Wiring by layer:
The bar under the picture is 20 um long. Only two layers are drawn.
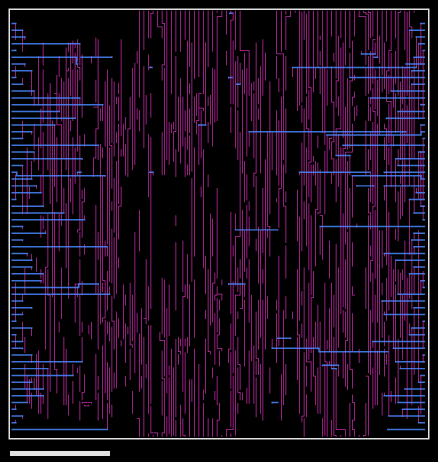
Clock nets:
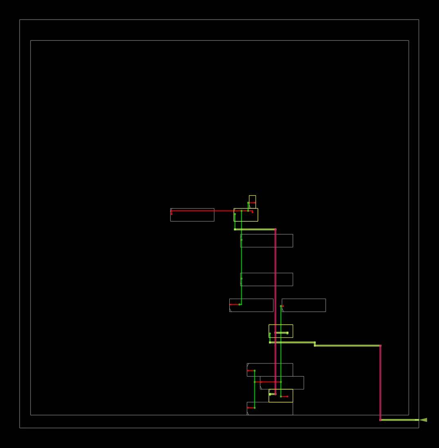
Placement by cell class:
Fill, decap, tap and diode cells in grey.
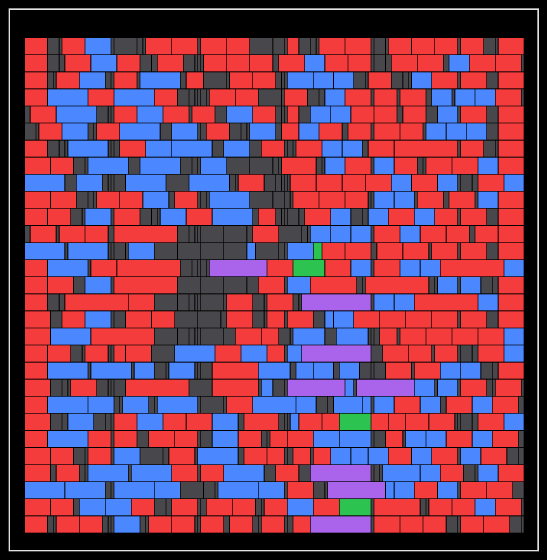
Clock wires, drivers and flops:
The bar under the picture is 20 um long.
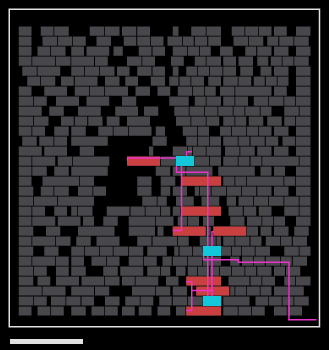
Metal 1:
The bar under the picture is 20 um long.
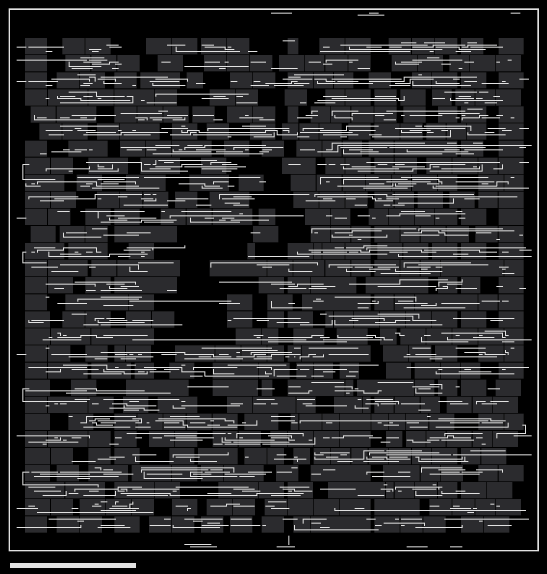
[config.mk]
export PLATFORM = sky130hd
export DESIGN_NAME = gpio_bus_arbiter_flat
export DESIGN_NICKNAME = d
export VERILOG_FILES = /design/src/rtl/gpio_bus_arbiter_if.sv /design/src/rtl/gpio_bus_arbiter.sv /design/src/flat_wrapper.sv
export SDC_FILE = /design/constraint.sdc
export NUM_CORES = 1
export LEC_CHECK = 0
export CORE_AREA = 2 2 82 84
export CTS_CLUSTER_SIZE = 40
export DETAILED_ROUTE_END_ITERATION = 12
export DIE_AREA = 0 0 84 86
export PLACE_DENSITY = 0.86
export SETUP_SLACK_MARGIN = 0.5
export SLEW_MARGIN = 40
export SYNTH_ARGS = -nofsm -noshare
export SYNTH_HDL_FRONTEND = slang
export SYNTH_SLANG_ARGS = --single-unit
[constraint.sdc]
create_clock -name HCLK -period 2.5 [get_ports HCLK]
set_input_delay 0.5 -clock HCLK [delete_from_list [all_inputs] [get_ports HCLK]]
set_output_delay 0.5 -clock HCLK [all_outputs]
set_load 0.005 [all_outputs]
[src/rtl/gpio_bus_arbiter_if.sv]
// One req/gnt/rvalid bus port. The arbiter uses the slave view toward each master
// and the master view toward the GPIO peripheral.
interface gpio_bus_arbiter_if #(
    parameter int DATA_WIDTH = 32
);
    logic                  req;
    logic                  write;
    logic [DATA_WIDTH-1:0] wdata;
    logic                  gnt;
    logic                  rvalid;
    logic [DATA_WIDTH-1:0] rdata;

    modport master (output req, write, wdata, input gnt, rvalid, rdata);
    modport slave  (input req, write, wdata, output gnt, rvalid, rdata);
endinterface

[src/rtl/gpio_bus_arbiter.sv]
// Round-robin arbiter sharing one GPIO req/gnt/rvalid port between two masters.
// An ordered owner FIFO routes each response back to the master that issued it.
module gpio_bus_arbiter #(
    parameter int DATA_WIDTH = 32,
    parameter int MAX_OUT    = 2
) (
    input  logic               HCLK,
    input  logic               HRESETn,
    gpio_bus_arbiter_if.slave  m0,
    gpio_bus_arbiter_if.slave  m1,
    gpio_bus_arbiter_if.master s,
    output logic               s_sel,
    output logic               err
);
    localparam int PW = (MAX_OUT > 1) ? $clog2(MAX_OUT) : 1;
    localparam int CW = $clog2(MAX_OUT + 1);

    typedef enum logic {OWN_M0 = 1'b0, OWN_M1 = 1'b1} owner_e;

    owner_e        prio_q, prio_d;
    owner_e        fifo_q [MAX_OUT];
    logic [PW-1:0] wr_ptr_q, wr_ptr_d;
    logic [PW-1:0] rd_ptr_q, rd_ptr_d;
    logic [CW-1:0] count_q, count_d;
    logic          err_q, err_d;

    logic          full;
    logic          win_valid;
    owner_e        winner;
    owner_e        head;
    logic          push;
    logic          pop;

    function automatic logic [PW-1:0] ptr_inc(input logic [PW-1:0] p);
        return (p == PW'(MAX_OUT - 1)) ? '0 : p + PW'(1);
    endfunction

    always_comb begin
        // NOTE: every signal gets a default before any branch, so no path leaves one unassigned and no latch is inferred.
        winner    = prio_q;
        full      = (count_q == CW'(MAX_OUT));
        win_valid = !full && (m0.req || m1.req);
        head      = fifo_q[rd_ptr_q];
        pop       = s.rvalid && (count_q != '0);

        if (m0.req && !m1.req) winner = OWN_M0;
        else if (m1.req && !m0.req) winner = OWN_M1;

        push = win_valid && s.gnt;

        // Request side never depends on s.rvalid/s.rdata, keeping rvalid off the grant path.
        s.req   = win_valid;
        s_sel   = win_valid;
        s.write = 1'b0;
        s.wdata = '0;
        if (win_valid) begin
            s.write = (winner == OWN_M1) ? m1.write : m0.write;
            s.wdata = (winner == OWN_M1) ? m1.wdata : m0.wdata;
        end

        m0.gnt    = push && (winner == OWN_M0);
        m1.gnt    = push && (winner == OWN_M1);
        m0.rvalid = pop && (head == OWN_M0);
        m1.rvalid = pop && (head == OWN_M1);
        m0.rdata  = (pop && (head == OWN_M0)) ? s.rdata : '0;
        m1.rdata  = (pop && (head == OWN_M1)) ? s.rdata : '0;

        prio_d   = prio_q;
        wr_ptr_d = wr_ptr_q;
        rd_ptr_d = rd_ptr_q;
        count_d  = count_q;
        if (push) begin
            prio_d   = (winner == OWN_M0) ? OWN_M1 : OWN_M0;
            wr_ptr_d = ptr_inc(wr_ptr_q);
        end
        if (pop) rd_ptr_d = ptr_inc(rd_ptr_q);
        case ({push, pop})
            2'b10:   count_d = count_q + CW'(1);
            2'b01:   count_d = count_q - CW'(1);
            default: count_d = count_q;
        endcase

        err_d = err_q || (s.rvalid && (count_q == '0));
    end

    assign err = err_q;

    always_ff @(posedge HCLK or negedge HRESETn) begin
        if (!HRESETn) begin
            prio_q   <= OWN_M0;
            wr_ptr_q <= '0;
            rd_ptr_q <= '0;
            count_q  <= '0;
            err_q    <= 1'b0;
        end else begin
            // NOTE: non-blocking so every register samples the pre-edge values regardless of statement order.
            prio_q   <= prio_d;
            wr_ptr_q <= wr_ptr_d;
            rd_ptr_q <= rd_ptr_d;
            count_q  <= count_d;
            err_q    <= err_d;
        end
    end

    // NOTE: owner storage has no reset; count_q gates every read, so stale entries are never observed.
    always_ff @(posedge HCLK) begin
        if (push) fifo_q[wr_ptr_q] <= winner;
    end
endmodule

[src/flat_wrapper.sv]
// flat-port wrapper written by rule: the top's interface ports become plain ports
module gpio_bus_arbiter_flat 
#(
    parameter int DATA_WIDTH = 32,
    parameter int MAX_OUT    = 2
)
  (HCLK, HRESETn, s_sel, err, m0_req, m0_write, m0_wdata, m0_gnt, m0_rvalid, m0_rdata, m1_req, m1_write, m1_wdata, m1_gnt, m1_rvalid, m1_rdata, s_req, s_write, s_wdata, s_gnt, s_rvalid, s_rdata);
  gpio_bus_arbiter_if #(.DATA_WIDTH(DATA_WIDTH)) m0_i ();
  gpio_bus_arbiter_if #(.DATA_WIDTH(DATA_WIDTH)) m1_i ();
  gpio_bus_arbiter_if #(.DATA_WIDTH(DATA_WIDTH)) s_i ();
  input  logic HCLK;
  input  logic HRESETn;
  output logic s_sel;
  output logic err;
  input wire logic [$bits(m0_i.req)-1:0] m0_req;
  input wire logic [$bits(m0_i.write)-1:0] m0_write;
  input wire logic [$bits(m0_i.wdata)-1:0] m0_wdata;
  output wire logic [$bits(m0_i.gnt)-1:0] m0_gnt;
  output wire logic [$bits(m0_i.rvalid)-1:0] m0_rvalid;
  output wire logic [$bits(m0_i.rdata)-1:0] m0_rdata;
  input wire logic [$bits(m1_i.req)-1:0] m1_req;
  input wire logic [$bits(m1_i.write)-1:0] m1_write;
  input wire logic [$bits(m1_i.wdata)-1:0] m1_wdata;
  output wire logic [$bits(m1_i.gnt)-1:0] m1_gnt;
  output wire logic [$bits(m1_i.rvalid)-1:0] m1_rvalid;
  output wire logic [$bits(m1_i.rdata)-1:0] m1_rdata;
  output wire logic [$bits(s_i.req)-1:0] s_req;
  output wire logic [$bits(s_i.write)-1:0] s_write;
  output wire logic [$bits(s_i.wdata)-1:0] s_wdata;
  input wire logic [$bits(s_i.gnt)-1:0] s_gnt;
  input wire logic [$bits(s_i.rvalid)-1:0] s_rvalid;
  input wire logic [$bits(s_i.rdata)-1:0] s_rdata;
  assign m0_i.req = m0_req;
  assign m0_i.write = m0_write;
  assign m0_i.wdata = m0_wdata;
  assign m0_gnt = m0_i.gnt;
  assign m0_rvalid = m0_i.rvalid;
  assign m0_rdata = m0_i.rdata;
  assign m1_i.req = m1_req;
  assign m1_i.write = m1_write;
  assign m1_i.wdata = m1_wdata;
  assign m1_gnt = m1_i.gnt;
  assign m1_rvalid = m1_i.rvalid;
  assign m1_rdata = m1_i.rdata;
  assign s_req = s_i.req;
  assign s_write = s_i.write;
  assign s_wdata = s_i.wdata;
  assign s_i.gnt = s_gnt;
  assign s_i.rvalid = s_rvalid;
  assign s_i.rdata = s_rdata;
  gpio_bus_arbiter #(.DATA_WIDTH(DATA_WIDTH), .MAX_OUT(MAX_OUT)) u_core (.HCLK(HCLK), .HRESETn(HRESETn), .m0(m0_i), .m1(m1_i), .s(s_i), .s_sel(s_sel), .err(err));
endmodule
==> results.py <==
# Generated from Yosys and OpenROAD reports
metrics = {
    "pwr": {
        "maxPowerGroup": "combinational cells",
        "pwr-share-seq_pct": 6.2,
    },
    "final_timing": {
        "holdWs_ps": 472,
        "setup_violations": 0,
        "tightest_slew_ps": 366,
    },
    "yosys": {
        "synth.net_count": 297,
        "mux_share_pct": 1.24,
    },
    "run_status": {
        "status": "complete, no violations",
    },
    "cts": {
        "cts_setup_buffers": 30,
        "ctsRootBufferMaster": "clkbuf_8",
    },
    "worst_setup_path": {
        "critPathLaunchType": "register",
    },
    "finish": {
        "sh_seq_area_pct": 4.14,
        "layout_top_cells": "buf_6, clkdlybuf4s50_1, and2_4",
        "fillCellCount": 331,
        "logic_gates": 152,
        "comb_area_share_pct": 33.6,
    },
    "grt": {
        "grt_pass1_vias": 2954,
    },
    "job": {
        "maxCapViolations": 0,
    },
    "drt": {
        "highest-signal-layer": "met4",
    },
    "placement": {
        "hpwl_um": 6180,
    },
}
Notes on 'wiring by layer' above:
M2 -> magenta  # wire length 6,290 um
M3 -> blue  # wire length 836 um

Notes on 'clock nets' above:
final setup skew: 6.96 ps
Power Clock: 0.000170 W
CLK BUF: 4
flop count: 8
total CTS buffers: 3

Notes on 'placement by cell class' above:
clock drivers and dummy loads -> green  # cells 4
remaining buffers and delay cells -> red  # cells 270
remaining logic cells -> blue  # cells 156
registers -> purple  # cells 8

Notes on 'clock wires, drivers and flops' above:
clock-net drivers -> cyan  # count 3
clock wires -> magenta  # length 179 um
flip-flops -> red  # count 8
routed clock nets = 4

Notes on 'metal 1' above:
main direction = horizontal
share of all routed wire = 36%
longest straight run = 30.8 um
nets with wire on the layer = 462
wire length on this layer = 4,200 um

==> flip-flops by register name, indices dropped and copies added, names as in the netlist <==
| register | flops |
|---|---|
| u_core.count_q | 2 |
| u_core.err | 1 |
| u_core.fifo_q | 2 |
| u_core.prio_q | 1 |
| u_core.rd_ptr_q | 1 |
| u_core.wr_ptr_q | 1 |
==> kinds of logic (layout without fill, tap and decap cells) <==
family	Yosys count	after routing
adder cells (fa/ha/maj)	2	2
multiplexers	2	2
AND-OR/OR-AND	70	70
buffers and inverters	32	278
XOR/XNOR	5	5
AND/OR/NAND/NOR	73	73
flip-flops	8	8
==> worst min-delay path by stage <==
stage / end / slack [ps] / cells past startpoint
3_3_place_gp: u_core.err$_DFF_PN0_ / 440 / 1
3_5_place_dp: u_core.err$_DFF_PN0_ / 440 / 1
4_1_cts: u_core.err$_DFF_PN0_ / 450 / 1
5_1_grt: u_core.err$_DFF_PN0_ / 500 / 1
6_report: u_core.err$_DFF_PN0_ / 470 / 1
2_1_floorplan: u_core.count_q[0]$_DFFE_PN0P_ / 200 / 0
==> cell usage after synthesis <==
cell type,n
and3_1,2
nor2_1,5
inv_1,1
nand2b_1,1
nor2b_1,1
xnor2_1,4
a21o_1,1
buf_4,6
inv_2,1
and2_1,64
o21ai_1,1
buf_6,3
a21boi_4,1
clkinv_1,2
clkbuf_1,17
a31o_1,1
ha_1,1
o2111a_1,33
edfxtp_1,2
mux2i_1,2
buf_2,2
o211ai_1,1
maj3_2,1
xor2_1,1
dfrtp_1,6
a31o_2,32
==> critical path: stages, from the launching register on <==
cell and delay, ps:
dfrtp_2 420, buf_12 130, o21ai_4 200, buf_6 140
nor2_4 40, buf_6 130, buf_16 130, and2_4 150
buf_6 110
No activity file was given, so power comes from the tool's default toggle rates.
